**src/rtl/exibidor_status.sv**
```systemverilog
// Status display for the pet controller: pages through the three levels on a
// 4-digit 7-segment display, drives the one-hot state LEDs and the alert LED.
module exibidor_status #(
  parameter int SCAN_DIV  = 2,
  parameter int PAGE_DIV  = 100,
  parameter int BLINK_DIV = 50,
  parameter int LIMIAR    = 20
) (
  input  logic       clk,
  input  logic       rst_n,
  input  logic [2:0] estado,
  input  logic [7:0] fome,
  input  logic [7:0] sono,
  input  logic [7:0] felicidade,
  output logic [6:0] seg,
  output logic [3:0] an,
  output logic [4:0] leds,
  output logic       alerta
);

  localparam int SW = (SCAN_DIV  > 1) ? $clog2(SCAN_DIV)  : 1;
  localparam int PW = (PAGE_DIV  > 1) ? $clog2(PAGE_DIV)  : 1;
  localparam int BW = (BLINK_DIV > 1) ? $clog2(BLINK_DIV) : 1;

  localparam logic [6:0] SEG_BLANK = 7'b1111111;
  localparam logic [6:0] SEG_DASH  = 7'b0111111;

  typedef enum logic [1:0] {
    ST_LOAD   = 2'd0,
    ST_SHIFT  = 2'd1,
    ST_COMMIT = 2'd2
  } conv_state_e;

  logic [SW-1:0] scan_cnt_q, scan_cnt_d;
  logic [1:0]    digit_idx_q, digit_idx_d;
  logic [PW-1:0] page_cnt_q, page_cnt_d;
  logic [1:0]    page_q, page_d;
  logic [BW-1:0] blink_cnt_q, blink_cnt_d;
  logic          blink_q, blink_d;
  conv_state_e   state_q, state_d;
  logic [2:0]    shift_cnt_q, shift_cnt_d;
  logic [19:0]   dd_q, dd_d;
  logic [1:0]    tag_q, tag_d;
  logic [11:0]   bcd_q, bcd_d;
  logic          bcd_valid_q, bcd_valid_d;
  logic [6:0]    seg_q, seg_d;
  logic [3:0]    an_q, an_d;
  logic [4:0]    leds_q, leds_d;
  logic          alerta_q, alerta_d;

  logic          scan_wrap_s, page_wrap_s, blink_wrap_s;
  logic [7:0]    level_s;
  logic          low_s, morto_s;
  logic [19:0]   dd_adj_s;

  function automatic logic [6:0] dec7(input logic [3:0] d);
    case (d)
      4'd0:    dec7 = 7'b1000000;
      4'd1:    dec7 = 7'b1111001;
      4'd2:    dec7 = 7'b0100100;
      4'd3:    dec7 = 7'b0110000;
      4'd4:    dec7 = 7'b0011001;
      4'd5:    dec7 = 7'b0010010;
      4'd6:    dec7 = 7'b0000010;
      4'd7:    dec7 = 7'b1111000;
      4'd8:    dec7 = 7'b0000000;
      4'd9:    dec7 = 7'b0010000;
      default: dec7 = 7'b1111111;
    endcase
  endfunction

  function automatic logic [3:0] add3(input logic [3:0] n);
    if (n >= 4'd5) begin
      add3 = n + 4'd3;
    end else begin
      add3 = n;
    end
  endfunction

  // Double-dabble step: correct each BCD nibble before the left shift.
  function automatic logic [19:0] dd_adjust(input logic [19:0] v);
    dd_adjust = {add3(v[19:16]), add3(v[15:12]), add3(v[11:8]), v[7:0]};
  endfunction

  assign seg    = seg_q;
  assign an     = an_q;
  assign leds   = leds_q;
  assign alerta = alerta_q;

  // Next-state logic for dividers, converter FSM and registered outputs.
  always_comb begin
    scan_cnt_d  = scan_cnt_q;
    digit_idx_d = digit_idx_q;
    page_cnt_d  = page_cnt_q;
    page_d      = page_q;
    blink_cnt_d = blink_cnt_q;
    blink_d     = blink_q;
    state_d     = state_q;
    shift_cnt_d = shift_cnt_q;
    dd_d        = dd_q;
    tag_d       = tag_q;
    bcd_d       = bcd_q;
    bcd_valid_d = bcd_valid_q;
    seg_d       = SEG_BLANK;
    an_d        = 4'b1111;
    leds_d      = 5'b00000;
    alerta_d    = 1'b0;
    level_s     = fome;
    dd_adj_s    = dd_adjust(dd_q);

    scan_wrap_s  = (scan_cnt_q  == SW'(SCAN_DIV - 1));
    page_wrap_s  = (page_cnt_q  == PW'(PAGE_DIV - 1));
    blink_wrap_s = (blink_cnt_q == BW'(BLINK_DIV - 1));

    if (scan_wrap_s) begin
      scan_cnt_d  = '0;
      digit_idx_d = digit_idx_q + 2'd1;
    end else begin
      scan_cnt_d  = scan_cnt_q + SW'(1);
      digit_idx_d = digit_idx_q;
    end

    if (page_wrap_s) begin
      page_cnt_d = '0;
      page_d     = (page_q == 2'd2) ? 2'd0 : page_q + 2'd1;
    end else begin
      page_cnt_d = page_cnt_q + PW'(1);
      page_d     = page_q;
    end

    if (blink_wrap_s) begin
      blink_cnt_d = '0;
      blink_d     = ~blink_q;
    end else begin
      blink_cnt_d = blink_cnt_q + BW'(1);
      blink_d     = blink_q;
    end

    case (page_q)
      2'd0:    level_s = fome;
      2'd1:    level_s = sono;
      2'd2:    level_s = felicidade;
      default: level_s = fome;
    endcase

    case (state_q)
      ST_LOAD: begin
        dd_d        = {12'd0, level_s};
        tag_d       = page_q;
        shift_cnt_d = 3'd0;
        state_d     = ST_SHIFT;
      end
      ST_SHIFT: begin
        dd_d        = {dd_adj_s[18:0], 1'b0};
        shift_cnt_d = shift_cnt_q + 3'd1;
        if (shift_cnt_q == 3'd7) begin
          state_d = ST_COMMIT;
        end else begin
          state_d = ST_SHIFT;
        end
      end
      ST_COMMIT: begin
        // A page wrap on this edge wins: the result belongs to the old page.
        if ((tag_q == page_q) && !page_wrap_s) begin
          bcd_d       = dd_q[19:8];
          bcd_valid_d = 1'b1;
        end else begin
          bcd_d       = bcd_q;
          bcd_valid_d = bcd_valid_q;
        end
        state_d = ST_LOAD;
      end
      default: begin
        state_d = ST_LOAD;
      end
    endcase

    if (page_wrap_s) begin
      bcd_valid_d = 1'b0;
    end else begin
      bcd_valid_d = bcd_valid_d;
    end

    morto_s = (estado == 3'd4);
    low_s   = (fome < 8'(LIMIAR)) || (sono < 8'(LIMIAR)) || (felicidade < 8'(LIMIAR));

    case (digit_idx_q)
      2'd0: seg_d = bcd_valid_q ? dec7(bcd_q[3:0]) : SEG_BLANK;
      2'd1: seg_d = (!bcd_valid_q || (bcd_q[11:4] == 8'd0)) ? SEG_BLANK : dec7(bcd_q[7:4]);
      2'd2: seg_d = (!bcd_valid_q || (bcd_q[11:8] == 4'd0)) ? SEG_BLANK : dec7(bcd_q[11:8]);
      2'd3: begin
        case (page_q)
          2'd0:    seg_d = 7'b0001110;
          2'd1:    seg_d = 7'b0010010;
          2'd2:    seg_d = 7'b0001001;
          default: seg_d = SEG_BLANK;
        endcase
      end
      default: seg_d = SEG_BLANK;
    endcase

    if (morto_s) begin
      seg_d    = SEG_DASH;
      alerta_d = 1'b1;
    end else begin
      seg_d    = seg_d;
      alerta_d = blink_q & low_s;
    end

    an_d = ~(4'b0001 << digit_idx_q);

    case (estado)
      3'd0:    leds_d = 5'b00001;
      3'd1:    leds_d = 5'b00010;
      3'd2:    leds_d = 5'b00100;
      3'd3:    leds_d = 5'b01000;
      3'd4:    leds_d = 5'b10000;
      default: leds_d = 5'b00000;
    endcase
  end

  // State registers with synchronous active-low reset.
  always_ff @(posedge clk) begin
    if (!rst_n) begin
      scan_cnt_q  <= '0;
      digit_idx_q <= 2'd0;
      page_cnt_q  <= '0;
      page_q      <= 2'd0;
      blink_cnt_q <= '0;
      blink_q     <= 1'b0;
      state_q     <= ST_LOAD;
      shift_cnt_q <= 3'd0;
      dd_q        <= 20'd0;
      tag_q       <= 2'd0;
      bcd_q       <= 12'd0;
      bcd_valid_q <= 1'b0;
      seg_q       <= SEG_BLANK;
      an_q        <= 4'b1111;
      leds_q      <= 5'b00000;
      alerta_q    <= 1'b0;
    end else begin
      scan_cnt_q  <= scan_cnt_d;
      digit_idx_q <= digit_idx_d;
      page_cnt_q  <= page_cnt_d;
      page_q      <= page_d;
      blink_cnt_q <= blink_cnt_d;
      blink_q     <= blink_d;
      state_q     <= state_d;
      shift_cnt_q <= shift_cnt_d;
      dd_q        <= dd_d;
      tag_q       <= tag_d;
      bcd_q       <= bcd_d;
      bcd_valid_q <= bcd_valid_d;
      seg_q       <= seg_d;
      an_q        <= an_d;
      leds_q      <= leds_d;
      alerta_q    <= alerta_d;
    end
  end

endmodule

```
**config.mk**
```make
export PLATFORM = sky130hd
export DESIGN_NAME = exibidor_status
export DESIGN_NICKNAME = d
export VERILOG_FILES = /design/src/rtl/exibidor_status.sv
export SDC_FILE = /design/constraint.sdc
export NUM_CORES = 1
export LEC_CHECK = 0
export CAP_MARGIN = 20
export CORE_MARGIN = 2
export CORE_UTILIZATION = 55
export DETAILED_ROUTE_END_ITERATION = 10
export GPL_ROUTABILITY_DRIVEN = 0
export PLACE_DENSITY = 0.76
export REMOVE_ABC_BUFFERS = 1
export SKIP_CTS_REPAIR_TIMING = 1
export SYNTH_ARGS = -nofsm -noshare
export SYNTH_HDL_FRONTEND = slang
export SYNTH_SLANG_ARGS = --single-unit
```
**constraint.sdc**
```tcl
create_clock -name clk -period 4.7 [get_ports clk]
set_input_delay 0.705 -clock clk [delete_from_list [all_inputs] [get_ports clk]]
set_output_delay 0.705 -clock clk [all_outputs]
set_load 0.02 [all_outputs]
```
Figure 1. Cell outlines without signal wires (run 1).
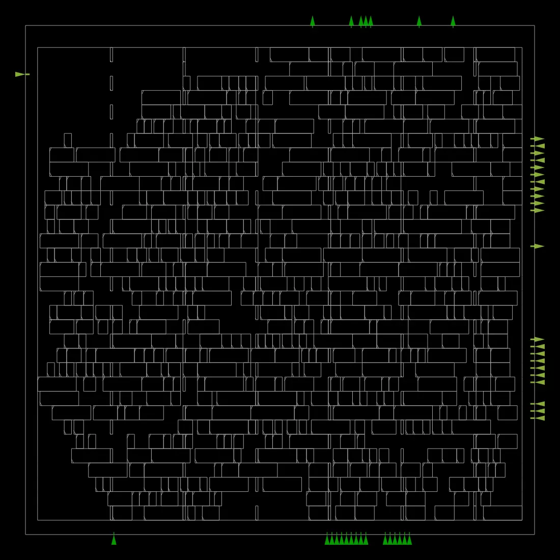
final core utilization: 0.660
non-filler cells, final: 707
core area: 0.00826 mm^2

Figure 2. The metal 3 layer (run 1).
Drawn at 4 px/um.
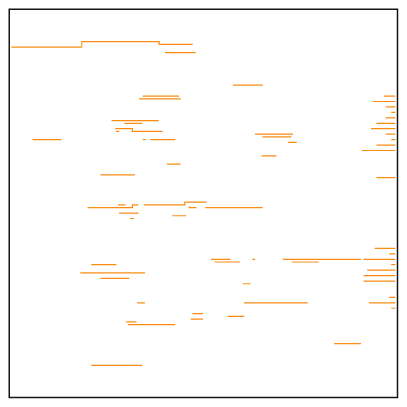
main direction	horizontal
longest straight run	19.3 um
wire length on this layer	422 um
Post-Route WL: 10300 um
routing usage on met3: 0.0368
via count: 3934

==> results_slide.txt, run 1 <==
Key Metrics from the Run

Status
  – Status: complete, no violations

Floorplan
  – IO Pins: 46
  – Fp util: 0.572

Yosys
  – Yosys stat chip area: 0.00472 mm^2
  – Post-synth top area cell: dfxtp_1
  – Most common library cells after synthesis: dfxtp_1 (97), nor2_1 (74), a21oi_1 (61)

Timing
  – Hold Slack: 0.473 ns
  – Rel. slew slack: 0.291
  – Fin crit share: 0.642

Power and ir drop
  – Power per cell area: 290 mW/mm^2
  – Leakage Power: 2.11 nW

Setup path
  – Cell family with most CP delay: simple AND/OR/NAND/NOR gates
  – Buf/Inv on CP: 1
  – CP Launch Type: flop
  – Worst EP arrival: 3.28 ns

Global routing
  – Global routing's busiest layer: met2
  – Met1 Track Usage GR: 0.312

Finish
  – Layout Nets: 662
  – Cell type taking the most area: combinational gates
  – Comb_multi_in: 411
  – Most frequent logic cells in the routed design: dfxtp_1 (97), nor2_1 (74), a21oi_1 (61), nand2_1 (59), o21ai_0 (46)

Clocking
  – Number of CTS-inserted buffers: 9
Figure 3. Signal wires on met2 (run 1).
Drawn at 3 px/um.
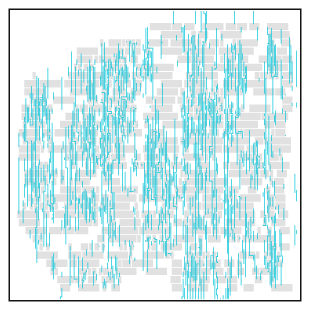
main direction	vertical
nets with wire on the layer	504
share of all routed wire	48%
wire length on this layer	4930 um
met2 usage: 0.388

==> run 1: logic make-up (layout without fill, tap and decap cells) <==
| kind of cell | after synthesis | after routing | synth area share |
|---|---|---|---|
| simple gates | 185 | 185 | 0.176 |
| compound gates | 158 | 158 | 0.199 |
| flops | 97 | 97 | 0.411 |
| buf+inv | 55 | 94 | 0.0474 |
| fa+ha+maj | 36 | 36 | 0.0954 |
| xor+xnor | 18 | 18 | 0.0334 |
| mux | 14 | 14 | 0.0376 |
==> run 1: path summary, 6_finish.rpt <==
| check | start | end | depth (start not counted) | slack [ns] |
|---|---|---|---|---|
| hold reg to reg | flop | seg[0] | 2 | 0.47 |
| hold / removal | flop | seg[0] | 2 | 0.47 |
| setup reg to reg | page_q[0] | flop | 11 | 1.68 |
| setup / recovery | page_q[0] | flop | 11 | 1.68 |
==> inputs of run 2 (changes only) <==
--- a/config.mk
+++ b/config.mk
@@ -7,7 +7,7 @@
 export LEC_CHECK = 0
 export CAP_MARGIN = 20
 export CORE_MARGIN = 2
-export CORE_UTILIZATION = 55
+export CORE_UTILIZATION = 52
 export DETAILED_ROUTE_END_ITERATION = 10
 export GPL_ROUTABILITY_DRIVEN = 0
 export PLACE_DENSITY = 0.76
==> constraint.sdc (replaced) <==
create_clock -name clk -period 2.7 [get_ports clk]
set_input_delay 0.405 -clock clk [delete_from_list [all_inputs] [get_ports clk]]
set_output_delay 0.405 -clock clk [all_outputs]
set_load 0.02 [all_outputs]
Figure 4. Signal wires on met2 (run 2).
Drawn at 3 px/um.
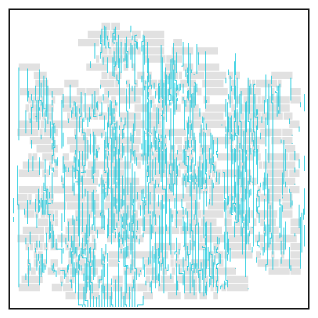
wire length on this layer	5190 um
main direction	vertical
Post-Route WL: 10300 um
met2 usage: 0.386

Figure 5. Pin placement (run 2).
Drawn at 4 px/um. Pins as bars across the die edge, other pins in grey.
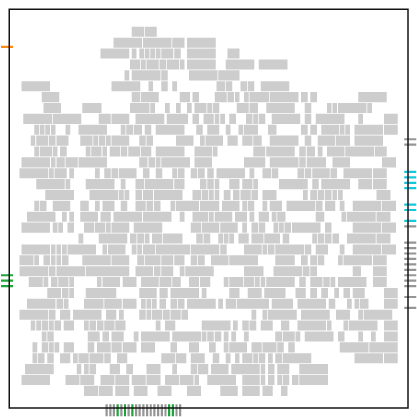
port	colour	pins	direction	edge
seg	cyan	7	output	east
clk	orange	1	input	west
fome	green	8	input	5 south, 3 west
die extent in x: 99.3 um
Die Span Y: 99.3 um
IO Port Bufs: 45

==> results_slide.txt, run 2 <==
Key Metrics from the Run

Setup path
  – Buf/Inv on CP: 2
  – CP Launch Type: flop
  – Cell family with most CP delay: simple AND/OR/NAND/NOR gates
  – Worst EP arrival: 2.70 ns

Finish
  – Final core utilization: 0.626
  – Post-layout instance area: 0.00549 mm^2
  – Non-filler cells, final: 716
  – Layout Nets: 668

Timing
  – Hold Slack: 0.478 ns
  – Setup TNS: 0 ns
  – Fin crit share: 0.899

Floorplan
  – Core area: 0.00876 mm^2
  – Fp util: 0.539
  – IO Pins: 46

Yosys
  – Aoi share: 0.199
  – Most common library cells after synthesis: dfxtp_1 (97), nor2_1 (74), a21oi_1 (61)
  – Multiplexer share: 0.0376
  – Comb area leader: AND-OR/OR-AND gates
  – Post-synth top area cell: dfxtp_1
  – XOR/XNOR Area Share: 0.0334
  – Yosys stat chip area: 0.00472 mm^2
  – Yosys simple share: 0.176
  – Adder Area Share: 0.0954

Power and ir drop
  – Power per cell area: 491 mW/mm^2

Clocking
  – Number of CTS-inserted buffers: 9

Global routing
  – Global routing's busiest layer: met2
  – Routing usage on met3: 0.0492
  – Met1 Track Usage GR: 0.263

Status
  – Status: complete, no violations

Hold path
  – Worst min path class: flop to flop

Routing
  – Via count: 3969

Placed design
  – Area post-placement: 0.00527 mm^2
==> run 2: report_power, final <==
part	switching (mW)	total, mW	internal [mW]
Combinational	0.129	0.247	0.117
Sequential	0.0214	1.49	1.47
Clock	0.520	0.958	0.437
Total	0.671	2.69	2.02
==> run 2: worst paths after layout <==
path	from	to	slack, ns	depth (start not counted)
hold / removal	blink_cnt_q[0]	blink_cnt_q[0]	0.48	1
setup reg to reg	page_q[0]	flop	0.27	12
setup / recovery	page_q[0]	flop	0.27	12
hold reg to reg	blink_cnt_q[0]	blink_cnt_q[0]	0.48	1
==> run 2: layout make-up <==
type | count | area [um^2]
timing repair buffer | 56 | 533
inverter | 28 | 115
fill | 747 | 3280
tap | 108 | 135
multi-input combinational | 411 | 2560
clock inverter | 7 | 78.8
clock buffer | 9 | 124
sequential | 97 | 1940
No activity file was given, so power comes from the tool's default toggle rates.
